### src/rtl/disp_arbiter.sv
// disp_arbiter: round-robin sharing of the 4-digit display between three sources with a fixed dwell per grant.
// Optional leading-zero blanking output when DISP_ARBITER_LZB_EN is defined.
module disp_arbiter #(
    parameter int PRESCALE = 48000,
    parameter int HOLD_MS  = 1000
) (
    input  logic        clk,
    input  logic        rst,
    input  logic [2:0]  req,
    input  logic [15:0] val0,
    input  logic [15:0] val1,
    input  logic [15:0] val2,
    output logic [3:0]  num1,
    output logic [3:0]  num2,
    output logic [3:0]  num3,
    output logic [3:0]  num4,
    output logic [1:0]  src,
    output logic        busy,
    output logic [2:0]  grant
`ifdef DISP_ARBITER_LZB_EN
    ,output logic [3:0] blank
`endif
);
    localparam int PW = PRESCALE > 1 ? $clog2(PRESCALE) : 1;
    localparam int TW = HOLD_MS > 1 ? $clog2(HOLD_MS) : 1;

    typedef enum logic {IDLE, HOLD} state_t;

    state_t          state_q;
    logic [2:0]      pending_q, pending_d, grant_q, grant_d;
    logic [1:0]      rr_q, src_q, n0, n1, n2, pick_idx;
    logic [PW-1:0]   pre_q;
    logic [TW-1:0]   tick_q;
    logic [15:0]     val_q, sel_val;
    logic            pre_wrap, done, go;

    function automatic logic [1:0] inc3(input logic [1:0] x);
        return x == 2'd2 ? 2'd0 : x + 2'd1;
    endfunction

    // Round-robin pick from the slot after the last grant, dwell-end detection and pending update with absorb.
    always_comb begin
        n0        = inc3(rr_q);
        n1        = inc3(n0);
        n2        = inc3(n1);
        pick_idx  = pending_q[n0] ? n0 : pending_q[n1] ? n1 : n2;
        pre_wrap  = pre_q == PW'(PRESCALE - 1);
        done      = pre_wrap && tick_q == TW'(HOLD_MS - 1);
        go        = |pending_q && (state_q == IDLE || done);
        grant_d   = go ? 3'b001 << pick_idx : 3'b000;
        pending_d = (pending_q | req) & ~grant_d & ~grant_q;
        sel_val   = grant_q[0] ? val0 : grant_q[1] ? val1 : val2;
    end

    // Grant/dwell FSM; the value of a granted source is captured the cycle after its grant pulse.
    always_ff @(posedge clk) begin
        if (rst) begin
            state_q   <= IDLE;
            pending_q <= '0;
            grant_q   <= '0;
            rr_q      <= 2'd2;
            pre_q     <= '0;
            tick_q    <= '0;
            val_q     <= '0;
            src_q     <= 2'd3;
        end else begin
            pending_q <= pending_d;
            grant_q   <= grant_d;
            if (go) begin
                state_q <= HOLD;
                rr_q    <= pick_idx;
                pre_q   <= '0;
                tick_q  <= '0;
            end else if (state_q == HOLD) begin
                if (done) begin
                    state_q <= IDLE;
                    pre_q   <= '0;
                    tick_q  <= '0;
                end else begin
                    pre_q  <= pre_wrap ? '0 : pre_q + PW'(1);
                    tick_q <= pre_wrap ? tick_q + TW'(1) : tick_q;
                end
            end
            if (|grant_q) begin
                val_q <= sel_val;
                src_q <= grant_q[0] ? 2'd0 : grant_q[1] ? 2'd1 : 2'd2;
            end
        end
    end

`ifdef DISP_ARBITER_LZB_EN
    logic [3:0] blank_q;

    // Blank flags track the captured value: a digit is blank when it and all higher digits are zero.
    always_ff @(posedge clk) begin
        if (rst) blank_q <= 4'b1110;
        else if (|grant_q) blank_q <= {sel_val[15:12] == 4'd0, sel_val[15:8] == 8'd0, sel_val[15:4] == 12'd0, 1'b0};
    end

    assign blank = blank_q;
`endif

    assign num1  = val_q[3:0];
    assign num2  = val_q[7:4];
    assign num3  = val_q[11:8];
    assign num4  = val_q[15:12];
    assign src   = src_q;
    assign busy  = state_q == HOLD;
    assign grant = grant_q;
endmodule

### config.mk
export PLATFORM = sky130hd
export DESIGN_NAME = disp_arbiter
export DESIGN_NICKNAME = d
export VERILOG_FILES = /design/src/rtl/disp_arbiter.sv
export SDC_FILE = /design/constraint.sdc
export NUM_CORES = 1
export LEC_CHECK = 0
export CORE_ASPECT_RATIO = 0.75
export CORE_MARGIN = 5
export CORE_UTILIZATION = 40
export CTS_CLUSTER_DIAMETER = 150
export DETAILED_ROUTE_END_ITERATION = 7
export GPL_ROUTABILITY_DRIVEN = 0
export GPL_TIMING_DRIVEN = 0
export PLACE_DENSITY_LB_ADDON = 0.08
export SLEW_MARGIN = 20
export SYNTH_ARGS = -nofsm -noshare
export SYNTH_HDL_FRONTEND = slang
export SYNTH_SLANG_ARGS = --single-unit
### constraint.sdc
create_clock -name clk -period 4.9 [get_ports clk]
set_input_delay 0.98 -clock clk [delete_from_list [all_inputs] [get_ports clk]]
set_output_delay 0.98 -clock clk [all_outputs]
set_load 0.1 [all_outputs]
==> out/qor.yml <==
logic_synthesis:
  fp_nets: 377
  yosys_cells: 322
  netlist.area_leader.share: 0.406
  synth_cells: 322
  synthFlopType: "dfxtp_1"
  synth.distinct_cells: 49
  ys_area_um2: 2620
  ys_seq_elements: 53
  top_cells_by_area: "dfxtp_1 (41%), nor2_1 (7.6%), a21oi_1 (5.6%)"
  ys_seq_frac: 0.406
  edf_count: 0
  ys_async_sr_fraction: 0
  post-synth-top-area-cell: "dfxtp_1"
  syn_area_um2: 2620
sta:
  slew_violations: 0
  fin_setup_tns_ns: 0
  fmax_mhz: 356
  finalClockPeriodUsage: 0.573
  report.final.setup_viol: 0
  relSlewSlack: 0.334
  period_minus_slack_ns: 2.81
  whs_ns: 0.492
  finalClockSkew_ns: 0.00655
  worstMarginPinSlew_ns: 0.995
  hold_viol_final: 0
power:
  leakage_nw: 1.30
  cellPowerDensity_nw_per_um2: 413
  finalPower_mw: 1.46
  ir_drop_mv: 0.233
clock_tree:
  ctsHoldBuffers: 0
  clk_pin_slew_ns: 0.10
  cts_tree: "yes"
  cts.htree.levels: 2
  clock_latency_ns: 0.32
  post_cts_resized: 0
  cts-root-buf: "clkbuf_8"
  cts_sinks: 53
  clockBufferDepth: 2
global_routing:
  grt_pass1_wl_mm: 12.1
  grt.overflow.total: 0
  grt_max_degree: 18
  track_usage: 0.184
  grt_pass1_vias: 2470
  grt_antenna_before_repair: 0
setup_path:
  cp_max_fo: 3
  cp_cell_sequence: "clkdlybuf4s50_1"
  required_ns: 3.92
  worstSetupEndpointType: "primary output"
  critPathTopFamily: "buffers and inverters"
  critPathLaunchType: "flip-flop"
  slowest_delay_ns: 1.15
  cpMaxStageDelayCell: "clkdlybuf4s50_1"
  arrival_ns: 1.83
  critical_path_class: "flip-flop to primary output"
  path_buffers: 1
floorplanning:
  ios: 75
  die_w_um: 103
  die_area_um2: 8270
  die_y_um: 80.0
route:
  routed_via_density: 5.48
  drc_errors: 0
  drtIter0Drc: 127
  drt_pass1_iterations: 4
  ant_nets: 0
flow_run:
  warnings: 26
  max-cap-violations: 0
worst_hold_path:
  hp-class: "flip-flop to flip-flop"
place:
  port_buffers: 74
  dp_hpwl_mm: 5.47
layout:
  areaGrowthSynthToFinish_pct: 35.7
  nets: 458
  lay_top_count: "clkdlybuf4s50_1"
  lay_top_cells: "clkdlybuf4s50_1 (74), nor2_1 (53), dfxtp_1 (53)"
  post_route_cells_drive_above_1_share: 0.0470
status:
  outcome: "finished, final reports clean"
[registers in the layout (all words and copies together), names as in the netlist]
register / count
val_q: 16
pre_q: 16
grant: 3
pending_q: 3
tick_q: 10
busy: 1
rr_q: 2
src: 2
[cells in the mapped netlist, drive strengths merged (4+ instances only)]
master	n
o21ai	26
xor2	6
and4	4
or4	5
nand4	11
dfxtp	53
nand2	9
nor2	53
or3	7
clkbuf	13
nor3	8
a21oi	30
o31ai	5
nor4	4
xnor2	7
a221oi	15
inv	19
and3	4
buf	4
nand3	7
[power by group]
part / leakage, nW / total [mW] / switching (mW) / internal (mW)
combinational: 0.828 / 0.685 / 0.496 / 0.189
clock: 0.0364 / 0.257 / 0.156 / 0.101
sequential: 0.432 / 0.522 / 0.0350 / 0.487
total: 1.30 / 1.46 / 0.688 / 0.777
[kinds of logic (layout without fill, tap and decap cells)]
| logic type | count (synthesis) | count (layout) | share of synthesized area |
|---|---|---|---|
| mux | 1 | 1 | 0.00383 |
| flops | 53 | 53 | 0.406 |
| xor+xnor | 13 | 13 | 0.0435 |
| compound gates | 90 | 90 | 0.216 |
| simple gates | 127 | 127 | 0.268 |
| fa+ha+maj | 2 | 2 | 0.00957 |
| buf+inv | 36 | 118 | 0.0531 |
[per-stage QoR]
step | cells | setup WS, ns | area, µm² | util
finish | 485 | 2.09 | 3550 | 0.562
global route | 485 | 2.03 | 3550 | 0.562
CTS | 485 | 2.06 | 3550 | 0.562
detailed placement | 477 | 2.43 | 3460 | 0.547
global placement | 477 | 2.43 | 3460 | 0.547
floorplan | 322 | 2.63 | 2620 | -
[area by class of cell]
class	instances	area, µm²	share of cell area
plain buffers	17	67.6	0.0190
clock buffers	5	68.8	0.0194
clock inverters	3	22.5	0.00635
inverters	19	71.3	0.0201
multi-input cells	233	1420	0.399
flip-flops and latches	53	1060	0.299
well taps	81	101	0.0286
repair buffers	74	741	0.209
[metal layers]
layer  up-vias  routed length (µm)  part of all wire  global-route usage
met5         -                   0                 0                   0
met1      1251                3550              0.48               0.262
met3         8                 454             0.062              0.0437
met4         0                  78             0.011              0.0505
li1       1333                   -                 -                   -
met2        66                3260              0.44               0.275
[worst paths after layout]
check	start	endpoint	slack, ns	cells past startpoint
worst max-delay path	busy$_SDFF_PP0_	busy	2.09	1
worst min-delay path	tick_q[8]$_SDFFE_PP0P_	tick_q[8]$_SDFFE_PP0P_	0.49	2
worst max register to register	pre_q[0]$_SDFFE_PP0P_	pre_q[13]$_SDFFE_PP0P_	2.97	7
worst min register to register	tick_q[8]$_SDFFE_PP0P_	tick_q[8]$_SDFFE_PP0P_	0.49	2
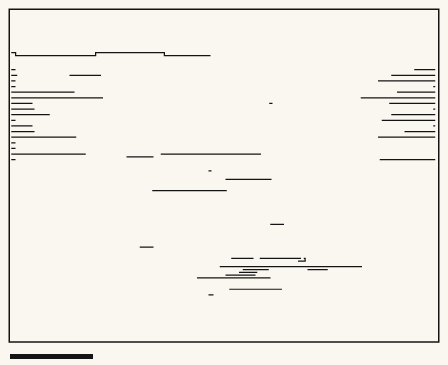
**Above:** M3 wires.
Bar = 20 µm.
44 nets have wire on it. The layer carries 455 µm of wire. The longest straight run is 34.0 µm. The layer holds 6.2% of the routed length.
met3 Use GR: 0.0437
Vias: 2658
final wirelength: 7.35 mm

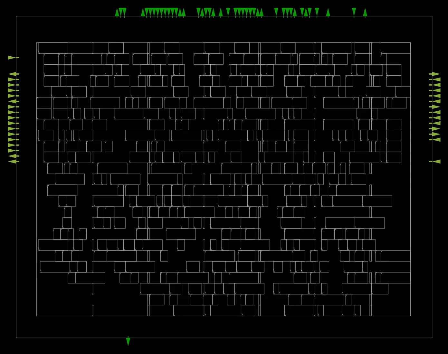
**Above:** cell outlines without signal wires.
fill cell count: 618
tapcell count: 81
Core Rows: 25
Seq/total area: 0.299

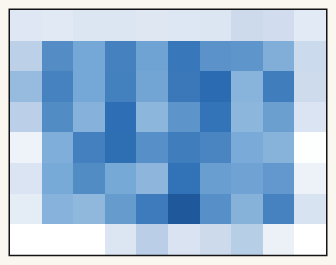
**Above:** local utilization.
The die is cut into 10 by 8 equal tiles; white is low, dark blue is high, 0 to 100% covered.
6.2% of the tiles are nearly empty. The mean over all tiles is 42%. The emptiest ninth of the die: south-west. 2.5% of the tiles are over 75% full. The fullest tile reaches 84%.
fin util: 0.562
Pre-Place Util: 0.414
Core Area: 6320 µm²

No activity file was given, so power comes from the tool's default toggle rates.
